## src/rtl/scan_link_arbiter.sv

```systemverilog
`timescale 1ns/1ps
// scan_link_arbiter: round-robin sharing of one serial link between two scanners.
// Optional WAIT-state watchdog is built when SCAN_LINK_WATCHDOG_EN is defined.
module scan_link_arbiter #(
    parameter int GAP_CYCLES     = 2,
    parameter int TIMEOUT_CYCLES = 64,
    parameter int CNT_W          = 8
) (
    input  logic             clk,
    input  logic             rst,
    input  logic [1:0]       req,
    input  logic [1:0]       done,
    output logic [1:0]       grant,
    output logic             owner,
    output logic             busy,
    output logic [CNT_W-1:0] xfer_count,
    output logic             timeout_err,
    output logic [1:0]       ps
);

    typedef enum logic [1:0] {
        IDLE    = 2'b00,
        GRANT   = 2'b01,
        WAIT    = 2'b10,
        RELEASE = 2'b11
    } state_t;

    localparam int               GAP_W    = (GAP_CYCLES > 1) ? $clog2(GAP_CYCLES) : 1;
    localparam logic [GAP_W-1:0] GAP_LAST = GAP_W'(GAP_CYCLES - 1);

    state_t           state;
    logic [GAP_W-1:0] gapCnt;
    logic             winner;
    logic             wdExpire;

    assign ps = state;

    // Single requester wins outright; on contention the non-owner wins.
    always_comb begin
        winner = 1'b0;
        if (req == 2'b10)
            winner = 1'b1;
        else if (req == 2'b11)
            winner = ~owner;
    end

`ifdef SCAN_LINK_WATCHDOG_EN
    localparam int              WD_W    = (TIMEOUT_CYCLES > 1) ? $clog2(TIMEOUT_CYCLES) : 1;
    localparam logic [WD_W-1:0] WD_LAST = WD_W'(TIMEOUT_CYCLES - 1);

    logic [WD_W-1:0] wdCnt;
    logic            timeoutQ;

    assign wdExpire    = (wdCnt == WD_LAST);
    assign timeout_err = timeoutQ;

    // Cleared while in GRANT so it starts from zero on the first WAIT cycle.
    always_ff @(posedge clk or posedge rst) begin
        if (rst) begin
            wdCnt    <= '0;
            timeoutQ <= 1'b0;
        end else begin
            timeoutQ <= (state == WAIT) && !done[owner] && wdExpire;
            if (state == GRANT)
                wdCnt <= '0;
            else if (state == WAIT)
                wdCnt <= wdCnt + 1'b1;
        end
    end
`else
    assign wdExpire    = 1'b0;
    assign timeout_err = 1'b0;
`endif

    always_ff @(posedge clk or posedge rst) begin
        if (rst) begin
            state      <= IDLE;
            grant      <= '0;
            owner      <= 1'b1;
            busy       <= 1'b0;
            xfer_count <= '0;
            gapCnt     <= '0;
        end else begin
            case (state)
                IDLE: begin
                    if (req != 2'b00) begin
                        state <= GRANT;
                        busy  <= 1'b1;
                        owner <= winner;
                        grant <= winner ? 2'b10 : 2'b01;
                    end
                end
                GRANT: begin
                    state <= WAIT;
                end
                WAIT: begin
                    // done beats a coincident watchdog expiry
                    if (done[owner]) begin
                        state      <= RELEASE;
                        grant      <= '0;
                        gapCnt     <= '0;
                        xfer_count <= xfer_count + 1'b1;
                    end else if (wdExpire) begin
                        state  <= RELEASE;
                        grant  <= '0;
                        gapCnt <= '0;
                    end
                end
                RELEASE: begin
                    if (gapCnt == GAP_LAST) begin
                        state <= IDLE;
                        busy  <= 1'b0;
                    end else begin
                        gapCnt <= gapCnt + 1'b1;
                    end
                end
                default: begin
                    state <= IDLE;
                    grant <= '0;
                    busy  <= 1'b0;
                end
            endcase
        end
    end

endmodule

```

## config.mk

```make
export PLATFORM = sky130hd
export DESIGN_NAME = scan_link_arbiter
export DESIGN_NICKNAME = d
export VERILOG_FILES = /design/src/rtl/scan_link_arbiter.sv
export SDC_FILE = /design/constraint.sdc
export NUM_CORES = 1
export LEC_CHECK = 0
export ABC_CLOCK_PERIOD_IN_PS = 1700
export CAP_MARGIN = 20
export CELL_PAD_IN_SITES_DETAIL_PLACEMENT = 1
export CELL_PAD_IN_SITES_GLOBAL_PLACEMENT = 1
export CORE_UTILIZATION = 32
export CTS_CLUSTER_DIAMETER = 150
export DETAILED_ROUTE_END_ITERATION = 10
export MAX_ROUTING_LAYER = met4
export PLACE_DENSITY_LB_ADDON = 0.1
export RECOVER_POWER = 25
export REMOVE_ABC_BUFFERS = 1
export SLEW_MARGIN = 0
export SYNTH_ARGS = -nofsm -noshare
export SYNTH_HDL_FRONTEND = slang
export SYNTH_SLANG_ARGS = --single-unit
```

## constraint.sdc

```tcl
create_clock -name clk -period 1.7 [get_ports clk]
set_input_delay 0.34 -clock clk [delete_from_list [all_inputs] [get_ports clk]]
set_output_delay 0.34 -clock clk [all_outputs]
set_load 0.02 [all_outputs]
```

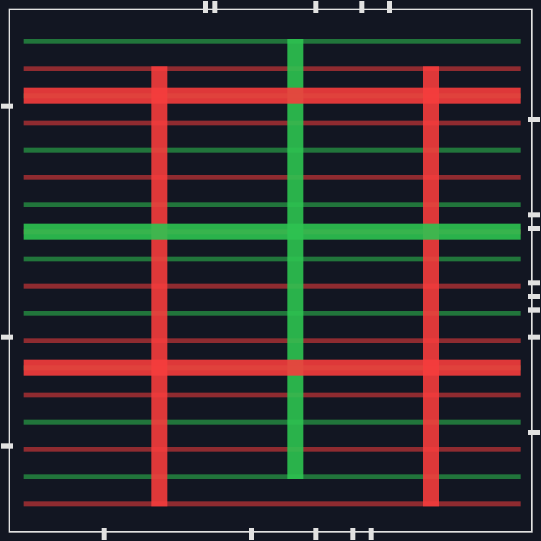
**Above:** run 1 (PDN straps and rails).
Scale: 10 px per um. Pins as bars on the die edge.
Key: VDD = green; VSS = red
The core has 17 rows. 3 straps on met5. 21 signal pins sit on the boundary. 3 straps on met4.

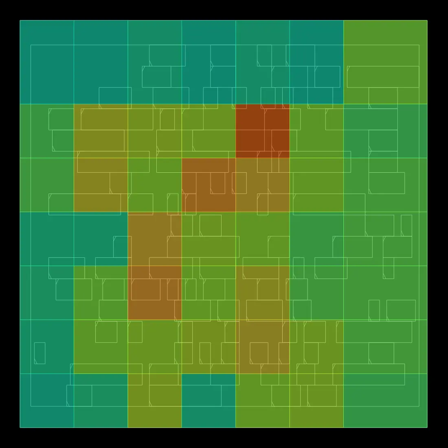
**Above:** run 1 (track usage over the die).
GRT met2 Usage: 22.44%
GRT Overall Usage: 15.25%
final core occ: 47.98%
Top Usage Layer GRT: met2

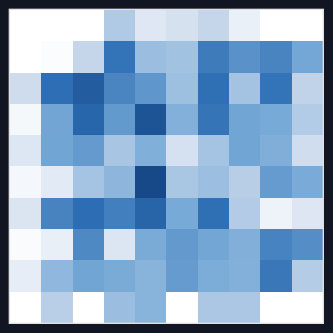
**Above:** run 1 (placement density heat map).
Scale: 6 px per um. The die is cut into 10 by 10 equal tiles; white is low, dark blue is high, 0 to 100% covered.
The fullest tile reaches 90%. The mean over all tiles is 39%. 6.0% of the tiles are over 75% full. 11% of the tiles are nearly empty. The densest ninth of the die: centre.

==> impl_metrics.toml, run 1 <==
# physical design summary
[synth]
topCellsByArea = "sky130_fd_sc_hd__dfrtp_1 44%, sky130_fd_sc_hd__ha_1 7.8%, sky130_fd_sc_hd__xor2_1 5.5%, sky130_fd_sc_hd__nand3_1 3.7%, sky130_fd_sc_hd__dfstp_2 3.3%"
xor_share_pct = 7.632
mux_area_share_pct = 7.632
dominantRegCellSynth = "sky130_fd_sc_hd__dfrtp_1"
synth_seq_share_pct = 46.88
synth.top_cell.area_share_pct = 43.61
post_synth_main_logic_family = "simple AND/OR/NAND/NOR gates"

[grt]
antenna_found_initial = 0
grt.overflow.total = 0
global_routing_usage_on_met1_pct = 19.79
grt_pass1_vias = 627

[setup_path]
timing.critical_path.from_type = "register"
crit_path_end_kind = "output port"
crit_path_cell_chain = "clkdlybuf4s50_1"
worst_setup_path_startpoint = "xfer_count[4]$_DFFE_PP0P_"
r2r-start = "ps[1]$_DFFE_PP0P_"
worst-path-stages = 1
critPathSlowestCell = "sky130_fd_sc_hd__clkdlybuf4s50_1"
critical_path.endpoint = "xfer_count[4]"

[clock_network]
cts_post_setup_buffers_inserted = 0
worst_case_clock_buffer_depth = 2

[final_timing]
setup_repair_after_global_routing_missed_its_margin = "no"
maxClockFrequency_mhz = 610.9
worst-slew-pin-transition_ps = 803.1
number_of_pins_exceeding_their_max_slew_limit_in_the_final_report = 0

[job]
max_cap_viol_count = 0
stage_log_warnings = 28

[final_layout]
diodes = 0
logic_area_um2 = 387.9
clock_tree_area_fraction_pct = 2.497
layout.cells.most_common = "sky130_fd_sc_hd__dfrtp_1"
dominant-cell-class = "combinational gates"
comb_area_share_pct = 35.19

[placement]
placedCellCount = 126
post-dp-hpwl_um = 1358
port-buffer-count = 19

[run_status]
outcome = "complete, no violations"

[pwr]
ir_worst_vdd_mv = 0.9712

[hold_path]
hold_path_sink = "xfer_count[7]$_DFFE_PP0P_"

[route]
finalWirelength_um = 1745

[floorplanning]
design.die.area_um2 = 2714
==> run 1: through the flow <==
stage / util, % / hold slack (ps) / TNS [ps] / worst slack (ps) / instance area (um^2)
2_1_floorplan: - / 240.8 / -39.99 / -39.99 / 787.0
3_3_place_gp: 46.68 / 454.3 / 0 / 50.80 / 1072
3_5_place_dp: 46.68 / 467.4 / 0 / 24.13 / 1072
4_1_cts: 47.71 / 351.4 / 0 / 10.14 / 1096
5_1_grt: 47.98 / 496.2 / 0 / 0.4141 / 1102
6_report: 47.98 / 484.5 / 0 / 63.17 / 1102
==> run 1: state kept, by name, summed over array words and instances (netlist names) <==
signal,flops
busy,1
gapCnt,1
grant,2
owner,1
ps,2
xfer_count,8
==> run 2: changes to the inputs <==
--- a/config.mk
+++ b/config.mk
@@ -16,6 +16,7 @@
 export PLACE_DENSITY_LB_ADDON = 0.1
 export RECOVER_POWER = 25
 export REMOVE_ABC_BUFFERS = 1
+export SETUP_SLACK_MARGIN = 0.4
 export SLEW_MARGIN = 0
 export SYNTH_ARGS = -nofsm -noshare
 export SYNTH_HDL_FRONTEND = slang
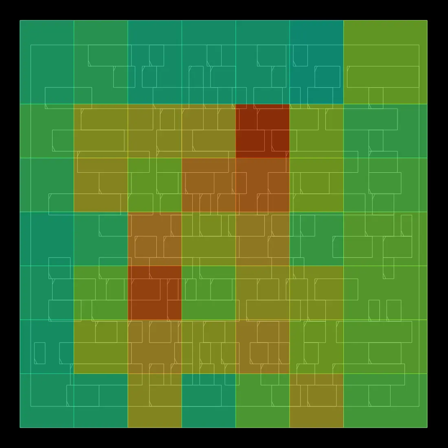
**Above:** run 2 (track usage over the die).
GRT Overall Usage: 16.51%
GRT met2 Usage: 25.85%

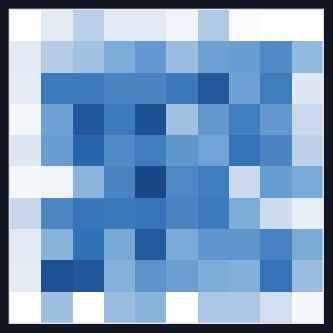
**Above:** run 2 (placement density heat map).
Scale: 6 px per um. The die is cut into 10 by 10 equal tiles; white is low, dark blue is high, 0 to 100% covered.
The densest ninth of the die: centre. 8.0% of the tiles are over 75% full. The mean over all tiles is 45%. 6.0% of the tiles are nearly empty. The fullest tile reaches 90%.

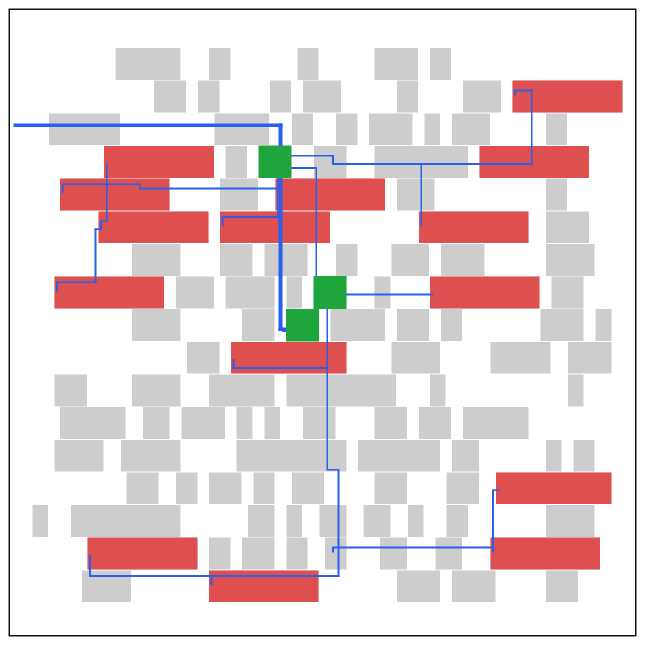
**Above:** run 2 (clock network drawn from the DEF).
Scale: 12 px per um.
Key: clock wires = blue [length 220 um]; flip-flops = red [count 15]; cells driving clock nets = green [count 3]
Position of the flops: spread over the die. There are 4 routed clock nets.

==> run 2 against run 1 <==
Routed wire length up 17%. First-iteration DRC count up 33%. Sequential power is 4.6% lower. Setup slack improved by 120 ps. Combinational power up about 40%. Clock skew hardly changed. Core utilization is 7.1 points higher. Die area is the same. Fmax up 7.7%. Area after synthesis stayed put. Largest cell class unchanged.
==> impl_metrics.toml, run 2 <==
# physical design summary
[run_status]
outcome = "complete, no violations"

[final_timing]
setup_repair_after_global_routing_missed_its_margin = "yes"
maxClockFrequency_mhz = 658.1
worst-slew-pin-transition_ps = 852.2
number_of_pins_exceeding_their_max_slew_limit_in_the_final_report = 0
totalNegativeSetupSlack_ps = 0
hold_slack_ps = 481.5
timing.final.hold_violations = 0

[grt]
grt_pass1_vias = 673
antenna_found_initial = 0

[final_layout]
diodes = 0
layout.cell_area.non_filler_um2 = 1266
final_core_util_pct = 55.12
comb_area_share_pct = 38.64
dominant-cell-class = "combinational gates"
max_flop_register = "xfer_count"
layout.cells.most_common = "sky130_fd_sc_hd__buf_4"
largest_register_ffs = 8
clock_tree_area_fraction_pct = 2.174

[synth]
mux_area_share_pct = 7.632
synth.cells.most_frequent = "14 x sky130_fd_sc_hd__dfrtp_1, 6 x sky130_fd_sc_hd__inv_1, 6 x sky130_fd_sc_hd__nand3_1, 5 x sky130_fd_sc_hd__ha_1, 5 x sky130_fd_sc_hd__xor2_1"
post_synth.cell_area_avg_um2 = 10.86
synth.top_cell.area_share_pct = 43.61
topCellsByArea = "sky130_fd_sc_hd__dfrtp_1 44%, sky130_fd_sc_hd__ha_1 7.8%, sky130_fd_sc_hd__xor2_1 5.5%, sky130_fd_sc_hd__nand3_1 3.7%, sky130_fd_sc_hd__dfstp_2 3.3%"
post_synth_main_logic_family = "simple AND/OR/NAND/NOR gates"
synth_seq_share_pct = 46.88
yosys.cell_count.top_type = "sky130_fd_sc_hd__dfrtp_1"
dominantRegCellSynth = "sky130_fd_sc_hd__dfrtp_1"

[placement]
placedCellCount = 126
cell_area_after_placement_um2 = 1072
preCtsSetupSlack_ps = 24.13
port-buffer-count = 19

[setup_path]
timing.critical_path.from_type = "register"
worst_setup_path_startpoint = "ps[0]$_DFFE_PP0P_"
crit_path_cell_chain = "inv_2 -> ha_4 -> nor3b_4 -> a211oi_2 -> mux2_4"
crit_path_end_kind = "register"
r2r-start = "ps[0]$_DFFE_PP0P_"
cp.required_ps = 1880

[hold_path]
hold_path_sink = "xfer_count[7]$_DFFE_PP0P_"

[pwr]
powerDensity_nw_per_um2 = 2059

[route]
drt_pass1_iterations = 4
drt-wirelength-per-cell_um = 14.30

[job]
stage_log_warnings = 30
max_cap_viol_count = 0

[clock_network]
worst_case_clock_buffer_depth = 2

[floorplanning]
design.die.area_um2 = 2714
boundaryPins = 21
run 2: what timing repair did:
item                       CTS  global route
setup buffers                8             5
setup endpoints to repair   27            24
resized                     55            33
pin swaps                    1             6
hold endpoints to repair     0             0
run 2: worst max path at each step:
stage	depth (start not counted)	end	slack, ps
2_1_floorplan	5	ps[1]$_DFFE_PP0P_	-40
3_3_place_gp	5	xfer_count[7]$_DFFE_PP0P_	50
3_5_place_dp	4	ps[1]$_DFFE_PP0P_	20
4_1_cts	4	ps[1]$_DFFE_PP0P_	210
5_1_grt	5	ps[1]$_DFFE_PP0P_	140
6_report	5	ps[1]$_DFFE_PP0P_	180
run 2: per-layer routing:
layer	share of wire (%)	routed length, um	track usage [%]
met2	48	983	25.85
met4	0.83	17	8.108
met5	0	0	-
met1	48	984	20.50
met3	2.9	60	2.632
==> run 3: changes to the inputs <==
--- a/config.mk
+++ b/config.mk
@@ -14,7 +14,6 @@
 export DETAILED_ROUTE_END_ITERATION = 10
 export MAX_ROUTING_LAYER = met4
 export PLACE_DENSITY_LB_ADDON = 0.1
-export RECOVER_POWER = 25
 export REMOVE_ABC_BUFFERS = 1
 export SETUP_SLACK_MARGIN = 0.4
 export SLEW_MARGIN = 0
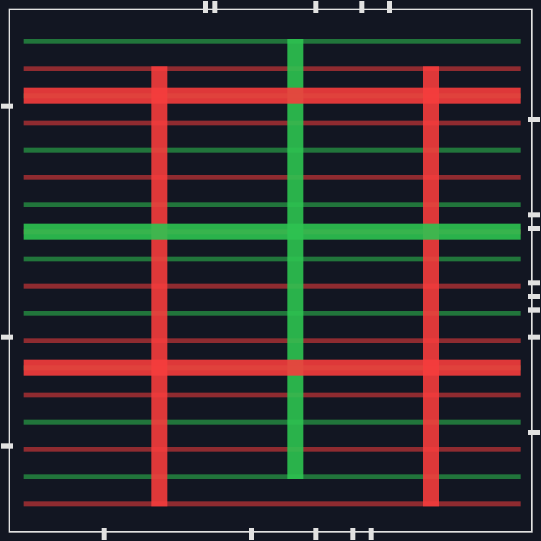
**Above:** run 3 (PDN straps and rails).
Scale: 10 px per um. Pins as bars on the die edge.
Key: VSS = red; VDD = green
The core has 17 rows. 21 signal pins sit on the boundary. 3 straps on met5. 18 met1 rails follow the rows. 3 straps on met4.

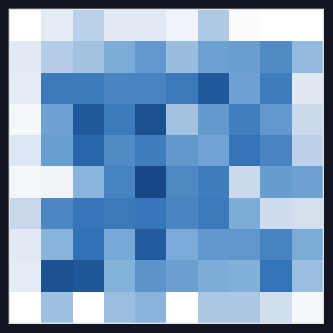
**Above:** run 3 (placement density heat map).
Scale: 6 px per um. The die is cut into 10 by 10 equal tiles; white is low, dark blue is high, 0 to 100% covered.
The mean over all tiles is 46%. The densest ninth of the die: centre. 6.0% of the tiles are nearly empty. The fullest tile reaches 90%. 8.0% of the tiles are over 75% full.

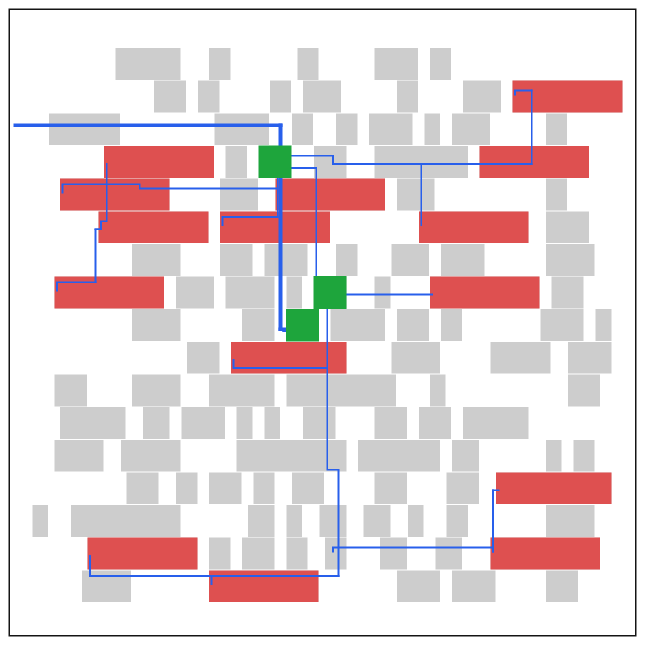
**Above:** run 3 (clock network drawn from the DEF).
Scale: 12 px per um.
Key: clock wires = blue [length 220 um]; flip-flops = red [count 15]; cells driving clock nets = green [count 3]
Position of the flops: spread over the die. There are 4 routed clock nets.

==> run 3 against run 2 <==
Critical path depth did not move. Non-clock buffer count stayed put. Cell area up 0.30%. Largest power group unchanged. Critical path type unchanged. Combinational power about the same. Clock skew unchanged. Routed wire length about the same.
==> impl_metrics.toml, run 3 <==
# physical design summary
[setup_path]
worst-path-stages = 5
crit_path_end_kind = "register"
r2r-start = "ps[0]$_DFFE_PP0P_"

[synth]
post_synth.cell_area_avg_um2 = 10.86
synth.cells.most_frequent = "14 x sky130_fd_sc_hd__dfrtp_1, 6 x sky130_fd_sc_hd__inv_1, 6 x sky130_fd_sc_hd__nand3_1, 5 x sky130_fd_sc_hd__ha_1, 5 x sky130_fd_sc_hd__xor2_1"
yosys.cell_count.top_type = "sky130_fd_sc_hd__dfrtp_1"

[run_status]
outcome = "complete, no violations"

[final_timing]
number_of_pins_exceeding_their_max_slew_limit_in_the_final_report = 0
timing.final.hold_violations = 0
maxClockFrequency_mhz = 658.1

[grt]
grt.overflow.total = 0

[placement]
cell_area_after_placement_um2 = 1072

[job]
max_cap_viol_count = 0
stage_log_warnings = 30

[clock_network]
cts_post_setup_buffers_inserted = 8
cts_repair_resize_count = 55
worst_case_clock_buffer_depth = 2

[final_layout]
layout.cell_area.non_filler_um2 = 1270
largest_register_ffs = 8
comb_area_share_pct = 38.52

[route]
drt_pass1_iterations = 4
-- run 3: kinds of logic (layout without fill, tap and decap cells) --
family	after synthesis	in the layout
other	1	1
flip-flops	15	15
XOR/XNOR	7	7
buffers and inverters	9	50
AND/OR/NAND/NOR	20	20
adder cells (fa/ha/maj)	5	5
AND-OR/OR-AND	12	12
multiplexers	5	5
-- run 3: routing by layer --
| metal | GRT usage, % | part of all wire [%] | vias up |
|---|---|---|---|
| li1 | - | - | 338 |
| met1 | 20.50 | 48 | 343 |
| met2 | 25.85 | 48 | 11 |
| met3 | 2.632 | 3.0 | 2 |
| met4 | 8.108 | 0.83 | 0 |
| met5 | - | 0 | - |
-- run 3: power breakdown --
part,switching [mW],internal (mW),total [mW]
Combinational,0.831,0.876,1.71
Clock,0.124,0.0872,0.211
Sequential,0.148,0.542,0.690
No activity file was given, so power comes from the tool's default toggle rates.
